===== src/rtl/mem_port_arbiter_pkg.sv =====
// Shared definitions for the memory port arbiter: bus width, FSM states, timeout default.
// WIDTH is a project-wide macro so every file agrees on the shared-port width.
`ifndef WIDTH
`define WIDTH 64
`endif

package mem_port_arbiter_pkg;

  localparam int unsigned MEM_W           = `WIDTH;
  localparam int unsigned MEM_BE_W        = `WIDTH / 8;
  localparam int unsigned TIMEOUT_DEFAULT = 255;

  typedef enum logic [1:0] {
    ST_IDLE  = 2'd0,
    ST_GNT_I = 2'd1,
    ST_GNT_D = 2'd2
  } arb_state_t;

  // Command captured at grant time; the shared port is driven only from this.
  typedef struct packed {
    logic                we;
    logic [MEM_W-1:0]    addr;
    logic [MEM_W-1:0]    wdata;
    logic [MEM_BE_W-1:0] be;
  } mem_cmd_t;

  function automatic logic [31:0] pick_word(input logic [MEM_W-1:0] rdata, input logic sel_hi);
    return sel_hi ? rdata[63:32] : rdata[31:0];
  endfunction

endpackage


===== src/rtl/mem_arb_timer.sv =====
// Grant watchdog: counts grant cycles without ack; o_expire is combinational in the cycle
// the count would reach LIMIT. Clears on i_clr, holds while i_en is low.
module mem_arb_timer
  import mem_port_arbiter_pkg::*;
#(
  parameter int unsigned LIMIT = TIMEOUT_DEFAULT
) (
  input  logic i_clk,
  input  logic i_rst,
  input  logic i_clr,
  input  logic i_en,
  output logic o_expire
);

  logic [15:0] r_cnt;
  logic [15:0] w_next;

  assign w_next   = r_cnt + 16'd1;
  // LIMIT >= 1 and the FSM leaves the grant on expiry, so the count never wraps.
  assign o_expire = i_en && (32'(w_next) == LIMIT);

  always_ff @(posedge i_clk) begin
    if (i_rst || i_clr) begin
      r_cnt <= '0;
    end else if (i_en) begin
      r_cnt <= w_next;
    end
  end

endmodule


===== src/rtl/mem_port_arbiter.sv =====
// Two-requester (fetch/data) arbiter onto one memory port; grant 1 cycle after request, wait drops on ack.
// Requesters are held by wait until ack or timeout abort; MEM_ARB_RR_EN selects round-robin over data-first.
module mem_port_arbiter
  import mem_port_arbiter_pkg::*;
#(
  parameter int unsigned TIMEOUT_CYCLES = TIMEOUT_DEFAULT
) (
  input  logic                p_clk,
  input  logic                p_rst,
  input  logic                p_IF_INST_MemRead,
  input  logic [`WIDTH-1:0]   p_IF_INST_MemAddress,
  output logic [31:0]         p_IF_INST_MemDataIn,
  output logic                p_IF_INST_MemWait,
  input  logic                p_D_MemRead,
  input  logic                p_D_MemWrite,
  input  logic [`WIDTH-1:0]   p_D_MemAddress,
  input  logic [`WIDTH-1:0]   p_D_MemWriteData,
  input  logic [`WIDTH/8-1:0] p_D_MemByteEn,
  output logic [`WIDTH-1:0]   p_D_MemReadData,
  output logic                p_D_MemWait,
  output logic                p_MEM_Req,
  output logic                p_MEM_We,
  output logic [`WIDTH-1:0]   p_MEM_Address,
  output logic [`WIDTH-1:0]   p_MEM_WriteData,
  output logic [`WIDTH/8-1:0] p_MEM_ByteEn,
  input  logic [`WIDTH-1:0]   p_MEM_ReadData,
  input  logic                p_MEM_Ack,
  output logic                p_ARB_Timeout
);

  arb_state_t r_state;
  mem_cmd_t   r_cmd;
  logic       r_mem_req;
  logic       r_timeout;

  logic w_req_d;
  logic w_pick_d;
  logic w_grant;
  logic w_tmr_clr;
  logic w_tmr_en;
  logic w_expire;

  assign w_req_d = p_D_MemRead | p_D_MemWrite;
  assign w_grant = (r_state == ST_IDLE) && (w_req_d || p_IF_INST_MemRead);

`ifdef MEM_ARB_RR_EN
  logic r_last_d;

  // On a conflict, favour whoever was not granted last.
  assign w_pick_d = w_req_d && (!p_IF_INST_MemRead || !r_last_d);

  always_ff @(posedge p_clk) begin
    if (p_rst) begin
      r_last_d <= 1'b1;
    end else if (w_grant) begin
      r_last_d <= w_pick_d;
    end
  end
`else
  assign w_pick_d = w_req_d;
`endif

  assign w_tmr_clr = w_grant;
  assign w_tmr_en  = (r_state != ST_IDLE) && !p_MEM_Ack;

  mem_arb_timer #(
    .LIMIT (TIMEOUT_CYCLES)
  ) u_timer (
    .i_clk    (p_clk),
    .i_rst    (p_rst),
    .i_clr    (w_tmr_clr),
    .i_en     (w_tmr_en),
    .o_expire (w_expire)
  );

  always_ff @(posedge p_clk) begin
    if (p_rst) begin
      r_state   <= ST_IDLE;
      r_cmd     <= '0;
      r_mem_req <= 1'b0;
      r_timeout <= 1'b0;
    end else begin
      case (r_state)
        ST_IDLE: begin
          if (w_pick_d) begin
            r_state   <= ST_GNT_D;
            r_cmd     <= '{we: p_D_MemWrite, addr: p_D_MemAddress,
                           wdata: p_D_MemWriteData, be: p_D_MemByteEn};
            r_mem_req <= 1'b1;
          end else if (p_IF_INST_MemRead) begin
            r_state   <= ST_GNT_I;
            r_cmd     <= '{we: 1'b0, addr: p_IF_INST_MemAddress, wdata: '0, be: '1};
            r_mem_req <= 1'b1;
          end
        end
        default: begin
          // Ack beats expiry when both land in the same cycle.
          if (p_MEM_Ack || w_expire) begin
            r_state   <= ST_IDLE;
            r_mem_req <= 1'b0;
            if (!p_MEM_Ack) begin
              r_timeout <= 1'b1;
            end
          end
        end
      endcase
    end
  end

  assign p_MEM_Req       = r_mem_req;
  assign p_MEM_We        = r_cmd.we;
  assign p_MEM_Address   = r_cmd.addr;
  assign p_MEM_WriteData = r_cmd.wdata;
  assign p_MEM_ByteEn    = r_cmd.be;
  assign p_ARB_Timeout   = r_timeout;

  assign p_IF_INST_MemWait   = !((r_state == ST_GNT_I) && p_MEM_Ack);
  assign p_D_MemWait         = !((r_state == ST_GNT_D) && p_MEM_Ack);
  assign p_IF_INST_MemDataIn = pick_word(p_MEM_ReadData, r_cmd.addr[2]);
  assign p_D_MemReadData     = p_MEM_ReadData;

endmodule


===== config.mk =====
export PLATFORM = sky130hd
export DESIGN_NAME = mem_port_arbiter
export DESIGN_NICKNAME = d
export VERILOG_FILES = /design/src/rtl/mem_port_arbiter_pkg.sv /design/src/rtl/mem_arb_timer.sv /design/src/rtl/mem_port_arbiter.sv
export SDC_FILE = /design/constraint.sdc
export NUM_CORES = 1
export LEC_CHECK = 0
export CORE_AREA = 2 2 199 201
export DETAILED_ROUTE_END_ITERATION = 16
export DIE_AREA = 0 0 201 203
export PLACE_DENSITY_LB_ADDON = 0.08
export SLEW_MARGIN = 25
export SYNTH_ARGS = -nofsm -noshare
export SYNTH_HDL_FRONTEND = slang
export SYNTH_SLANG_ARGS = --single-unit

===== constraint.sdc =====
create_clock -name p_clk -period 2 [get_ports p_clk]
set_clock_uncertainty 0.15 [all_clocks]
set_input_delay 0.4 -clock p_clk [delete_from_list [all_inputs] [get_ports p_clk]]
set_output_delay 0.4 -clock p_clk [all_outputs]
set_load 0.01 [all_outputs]

==> run_1/wire_density.png <==
The die is cut into 20 by 20 equal tiles; black is low, pale yellow is high, scaled to the fullest tile. Values are wire area over tile area, all layers added.
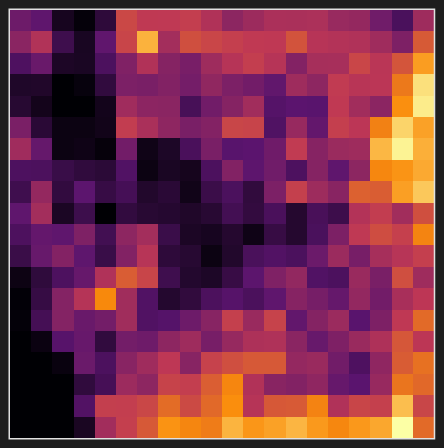
nearly empty tiles: 5.0%
mean over tiles: 0.15
fullest tile: 0.42

==> run_1/cell_classes.png <==
Scale bar: 50 um. Fill, decap, tap and diode cells in gray.
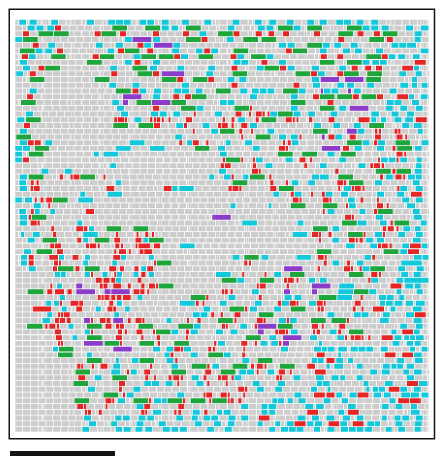
legend:
  cyan:
    class: other buffers and delay cells
    cells: 607
  purple:
    class: clock drivers and dummy loads
    cells: 31
  green:
    class: flops
    cells: 157
  red:
    class: all other logic
    cells: 486
Core ar.: 0.0385 mm2
sequential portion of the cell area: 23.0%
utilization of the core after routing: 35.6%

==> run_1/met1.png <==
Supply wires on this layer in gray.
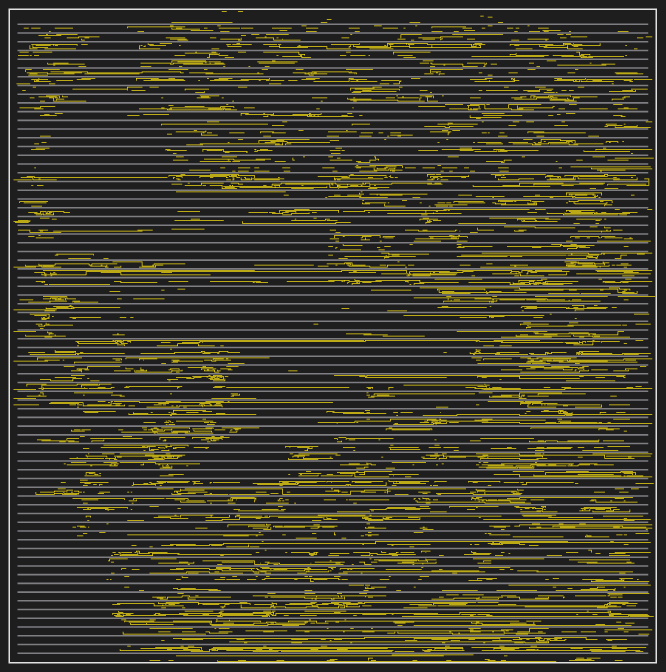
share of all routed wire: 40%
main direction: horizontal
nets with wire on the layer: 1,397

==> impl_metrics.yaml, run 1 <==
# physical design summary
global_route:
  globalRoute.busiestLayer: "met2"
  antenna_found_initial: 8
  gr-usage-met1_pct: 21.4
  grt_usage_pct: 18.8
  grt.met2_usage_pct: 34.9
  gr-total-overflow: 0
  grt_max_degree: 52
  groute.layer.met3.usage_pct: 4.29
floorplan:
  dieArea_mm2: 0.0408
synth:
  simple_gate_share_pct: 14.0
  synth.cellmix.adderShare_pct: 0.359
  yosys.stat.seqShare_pct: 45.0
  topCellsByArea: "dfxtp_1 45%, a22o_1 8.0%, a311oi_1 8.0%"
  flip_flop_cell_with_the_highest_count_after_synthesis: "dfxtp_1"
  ys_seq_elements: 157
  top_area_cell: "dfxtp_1"
  yosys_area_mm2: 0.00698
  enable_flop_cells: 0
  syn_inst: 774
  synth.net_count: 1046
  synth_cell_types: 43
  ys_async_sr_fraction_pct: 0
  syn_avg_cell_area_um2: 9.02
run_status:
  violations: "setup timing"
  run_status: "finished, violations left"
power_and_ir_drop:
  power_switching_mw: 2.93
  combinationalPowerShare_pct: 30.9
  p_seq_share_pct: 36.3
  share_clk_of_total_power_pct: 32.8
  p_sw_share_pct: 29.5
  power.density_mw_per_mm2: 725
  ir_worst_vdd_mv: 0.588
setup_path:
  crit_family: "buffers and inverters"
  r2r_end: "r_state[1]$_SDFFE_PP0P_"
  nature_of_the_critical_path_endpoint: "output port"
  delay_of_the_slowest_cell_on_the_worst_path_ps: 370
  worst_r2r_startpoint: "u_timer.r_cnt[0]$_SDFFE_PP0P_"
  crit_arrival_ps: 1630
  worst-path-max-fanout: 5
final_layout:
  layout.comb_gates.multi_input: 485
  final_layout_top_logic_cells: "407 x clkdlybuf4s50_1, 152 x dfxtp_1, 99 x nor2_1"
  seq_cells: 157
worst_hold_path:
  whs_path_depth: 2
  worst_hold_startpoint: "p_rst"
timing:
  finalSetupViolCount: 16
  setup_repair_after_global_routing_missed_its_margin: "yes"
  timing.final.hold_violations: 0
  final.setup.worst_slack_ps: -179
  final.hold.worst_slack_ps: 113
  slew_headroom_pct: 66.5
  worst_pin_slew_ps: 502
  finalWorstPathRequiredPeriod_ps: 2180
place:
  gp_congestion: 0.870
run:
  warnings: 30
  maxCapViolCount: 0
clock_network:
  cts_sink_count: 157
  cts_max_path_buffers: 2
  post_cts_resized: 231
  clkSlewWorstSetupHoldPaths_ps: 60
detailed_routing:
  antenna_violating_nets_post_route: 0
  drt_first_iter_violations: 308
run 1: worst reg2reg max path: stages (launching register included):
cell	delay [ps]
dfxtp_2	360
buf_6	110
nand4_1	190
or4_1	460
a31oi_1	160
and4b_2	340
o22ai_1	90
run 1: per-stage QoR:
stage	setup TNS, ps	std cells	total power, mW
finish	-1670	1805	9.92
global route	-3390	1802	10.4
CTS	-2920	1795	10.1
detailed placement	-20530	1758	6.68
global placement	-22640	1758	6.67
floorplan	-8.73	774	4.75
run 1: Yosys cell counts, drive strengths merged (3+ instances only):
| master | n |
|---|---|
| a22o | 64 |
| a311oi | 64 |
| and3 | 3 |
| buf | 83 |
| clkbuf | 48 |
| dfxtp | 157 |
| mux2 | 32 |
| mux2i | 3 |
| nand2 | 73 |
| nand3 | 6 |
| nand3b | 3 |
| nand4 | 11 |
| nor2 | 103 |
| nor3 | 11 |
| o21ai | 66 |
| o22ai | 4 |
| or3b | 3 |
| xnor2 | 4 |
| xor2 | 14 |
run 1: cells by family (layout without fill, tap and decap cells):
group,count (synthesis),in the layout
xor+xnor,18,18
compound gates,205,205
flops,157,157
mux,35,35
other cells,0,6
buf+inv,132,639
simple gates,225,225
fa+ha+maj,2,2
run 1: routing by layer:
| metal | vias up | part of all wire (%) |
|---|---|---|
| met5 | - | 0 |
| met2 | 262 | 53 |
| met1 | 3699 | 40 |
| li1 | 3733 | - |
| met4 | 0 | 1.2 |
| met3 | 30 | 6.0 |
run 1: power groups by stage:
stage	logic [mW]	clock network, mW	registers [mW]
after floorplan	0.940	0	3.81
after global placement	3.01	0	3.66
after detailed placement	3.01	0	3.67
after CTS	3.08	3.39	3.60
after global routing	3.25	3.50	3.64
final	3.06	3.26	3.60
==> run 2: changes to the inputs <==
--- a/config.mk
+++ b/config.mk
@@ -9,7 +9,6 @@
 export DETAILED_ROUTE_END_ITERATION = 16
 export DIE_AREA = 0 0 201 203
 export PLACE_DENSITY_LB_ADDON = 0.08
-export SLEW_MARGIN = 25
 export SYNTH_ARGS = -nofsm -noshare
 export SYNTH_HDL_FRONTEND = slang
 export SYNTH_SLANG_ARGS = --single-unit
==> run_2/met1.png <==
Supply wires on this layer in gray.
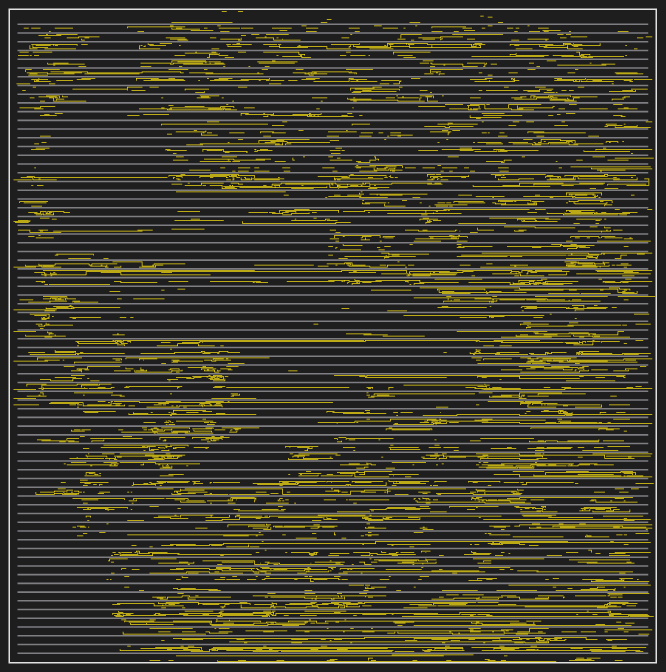
share of all routed wire: 40%
wire length on this layer: 15,700 um
final wirelength: 39,600 um
total via count in the routed design: 7,724

==> impl_metrics.yaml, run 2 <==
# physical design summary
synth:
  ys.warnings.count: 0
  topCellsByArea: "dfxtp_1 45%, a22o_1 8.0%, a311oi_1 8.0%"
  netlist_area_mm2: 0.00698
  synth.yosys.num_cells: 774
  post_synth_most_frequent_cells: "157 x dfxtp_1, 102 x nor2_1, 73 x nand2_1"
  synthDominantCellAreaShare_pct: 45.0
  synth.net_count: 1046
  synth_cell_types: 43
  syn_inst: 774
  flip_flop_cell_with_the_highest_count_after_synthesis: "dfxtp_1"
  yosys.stat.seqShare_pct: 45.0
  top_area_cell: "dfxtp_1"
  enable_flop_cells: 0
  syn_avg_cell_area_um2: 9.02
  yosys_area_mm2: 0.00698
  ys_seq_elements: 157
  ys_async_sr_fraction_pct: 0
  library_cell_with_the_highest_instance_count_after_synthesis: "dfxtp_1"
timing:
  setup_repair_after_global_routing_missed_its_margin: "yes"
  worst_pin_slew_ps: 502
  timing_max_transition_violations_final: 0
  finalSetupViolCount: 16
  final.setup.worst_slack_ps: -179
  slew_headroom_pct: 66.5
  timing.final.hold_violations: 0
  finalWorstPathRequiredPeriod_ps: 2180
  final.hold.worst_slack_ps: 113
  final.period_utilization_pct: 109
  max_clock_freq_mhz: 459
final_layout:
  postLayoutCoreUtil_pct: 35.6
  final_layout_top_logic_cells: "407 x clkdlybuf4s50_1, 152 x dfxtp_1, 99 x nor2_1"
  combGateArea_mm2: 0.00325
  num-fill-cells: 4033
  fin_area_mm2: 0.0137
  seq_area_mm2: 0.00315
  post_route_cells_drive_above_1_share_pct: 17.2
  final_nets: 1541
detailed_routing:
  amount_of_wire_on_met3_after_detailed_routing_um: 2360
  dr_wl_met2_um: 21000
  route.layer.met1.wl_um: 15700
  top_layer_used: "met4"
  remaining_drc_errors: 0
  post_drt_via_cell_ratio: 4.28
  drt_first_iter_violations: 308
  antenna_violating_nets_post_route: 0
floorplan:
  placeableCoreArea_mm2: 0.0385
  num_rows: 72
  num_io_pins: 507
  dieArea_mm2: 0.0408
setup_path:
  cp_cell_sequence: "buf_12, buf_16, buf_6, mux2_4, buf_6"
  critPathMostFrequentCell: "buf_6"
  crit_arrival_ps: 1630
  nature_of_the_critical_path_endpoint: "output port"
  crit_family: "buffers and inverters"
  critical_path_class: "flop to output port"
  cp-start-kind: "flop"
  worst-path-max-fanout: 5
  critPathSlowestCell: "dfxtp_4"
  delay_of_the_slowest_cell_on_the_worst_path_ps: 370
power_and_ir_drop:
  ir_worst_vdd_mv: 0.588
  combinationalPowerShare_pct: 30.9
  pg_comb_mw: 3.06
  share_clk_of_total_power_pct: 32.8
  cell_internal_power_dissipation_mw: 7.00
  power_switching_mw: 2.93
  p_sw_share_pct: 29.5
  power.density_mw_per_mm2: 725
  pwr.group.sequential_mw: 3.60
  p_seq_share_pct: 36.3
  power.clock.total_mw: 3.26
  power_top_consumer: "sequential cells"
  report.power.total_mw: 9.92
clock_network:
  clock_insertion_delay_worst_skew_ps: 440
  clkSlewWorstSetupHoldPaths_ps: 60
  cts.root.buffer_cell: "clkbuf_16"
  cts_tree: "done"
  cts_max_path_buffers: 2
  cts_sink_count: 157
  clock_tree.htree_level_count: 4
place:
  gp_congestion: 0.870
global_route:
  gr-total-overflow: 0
  grt_max_degree: 52
  grt.met2_usage_pct: 34.9
  globalRoute.busiestLayer: "met2"
  groute.layer.met3.usage_pct: 4.29
  grt_first_pass_wirelength_um: 55500
  antenna_found_initial: 8
  gr-usage-met1_pct: 21.4
run:
  maxCapViolCount: 0
  warnings: 30
run_status:
  run_status: "finished, violations left"
  violations: "setup timing"
worst_hold_path:
  class_of_the_tightest_hold_or_removal_check: "input pin to flop"
==> run_2/wire_density.png <==
The die is cut into 20 by 20 equal tiles; black is low, pale yellow is high, scaled to the fullest tile. Values are wire area over tile area, all layers added.
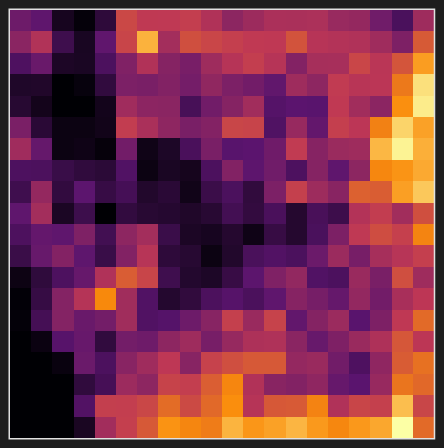
tiles over half the peak: 25%
fullest tile: 0.42
nearly empty tiles: 5.0%
emptiest ninth of the die: middle
overall routing resource usage: 18.8%
detail-routed net length per standard cell: 21.9 um

[run 2: kinds of logic (layout without fill, tap and decap cells)]
| family | count (synthesis) | after routing | share of synthesized area, % |
|---|---|---|---|
| xor+xnor | 18 | 18 | 2.26 |
| mux | 35 | 35 | 5.59 |
| flops | 157 | 157 | 45.0 |
| other cells | 0 | 6 | 0 |
| fa+ha+maj | 2 | 2 | 0.359 |
| buf+inv | 132 | 639 | 10.8 |
| simple gates | 225 | 225 | 14.0 |
| compound gates | 205 | 205 | 21.9 |
[run 2: layout make-up]
cell class / count / area share (%)
antenna: 6 / 0.110
clock buffer: 20 / 3.34
clock inverter: 11 / 0.786
inverter: 1 / 0.0274
multi-input combinational: 485 / 23.7
sequential: 157 / 23.0
tap: 518 / 4.74
timing repair buffer: 607 / 44.2
[run 2: worst paths after layout]
| kind | start | end | cells after the start |
|---|---|---|---|
| hold reg to reg | p_MEM_WriteData[59]$_SDFFE_PP0P_ | p_MEM_WriteData[59]$_SDFFE_PP0P_ | 1 |
| hold / removal | p_rst | p_MEM_Address[34]$_SDFFE_PP0P_ | 2 |
| setup / recovery | p_MEM_Address[2]$_SDFFE_PP0P_ | p_IF_INST_MemDataIn[4] | 5 |
| setup reg to reg | u_timer.r_cnt[0]$_SDFFE_PP0P_ | r_state[1]$_SDFFE_PP0P_ | 6 |
[run 2: stage by stage]
stage                     TNS [ps]  setup slack (ps)  instances
after floorplan              -8.73             -7.51        774
after global placement      -22640              -354       1758
after detailed placement    -20530              -355       1758
after CTS                    -2920              -246       1795
after global routing         -3390              -221       1802
final                        -1670              -179       1805
[run 2: what timing repair did]
action	CTS	global route
buffers inserted	4	4
gates cloned	2	0
resized	231	37
pin swaps	6	8
setup endpoints to repair	87	97
Power figures rest on the tool's default switching activity, not on a simulated workload.
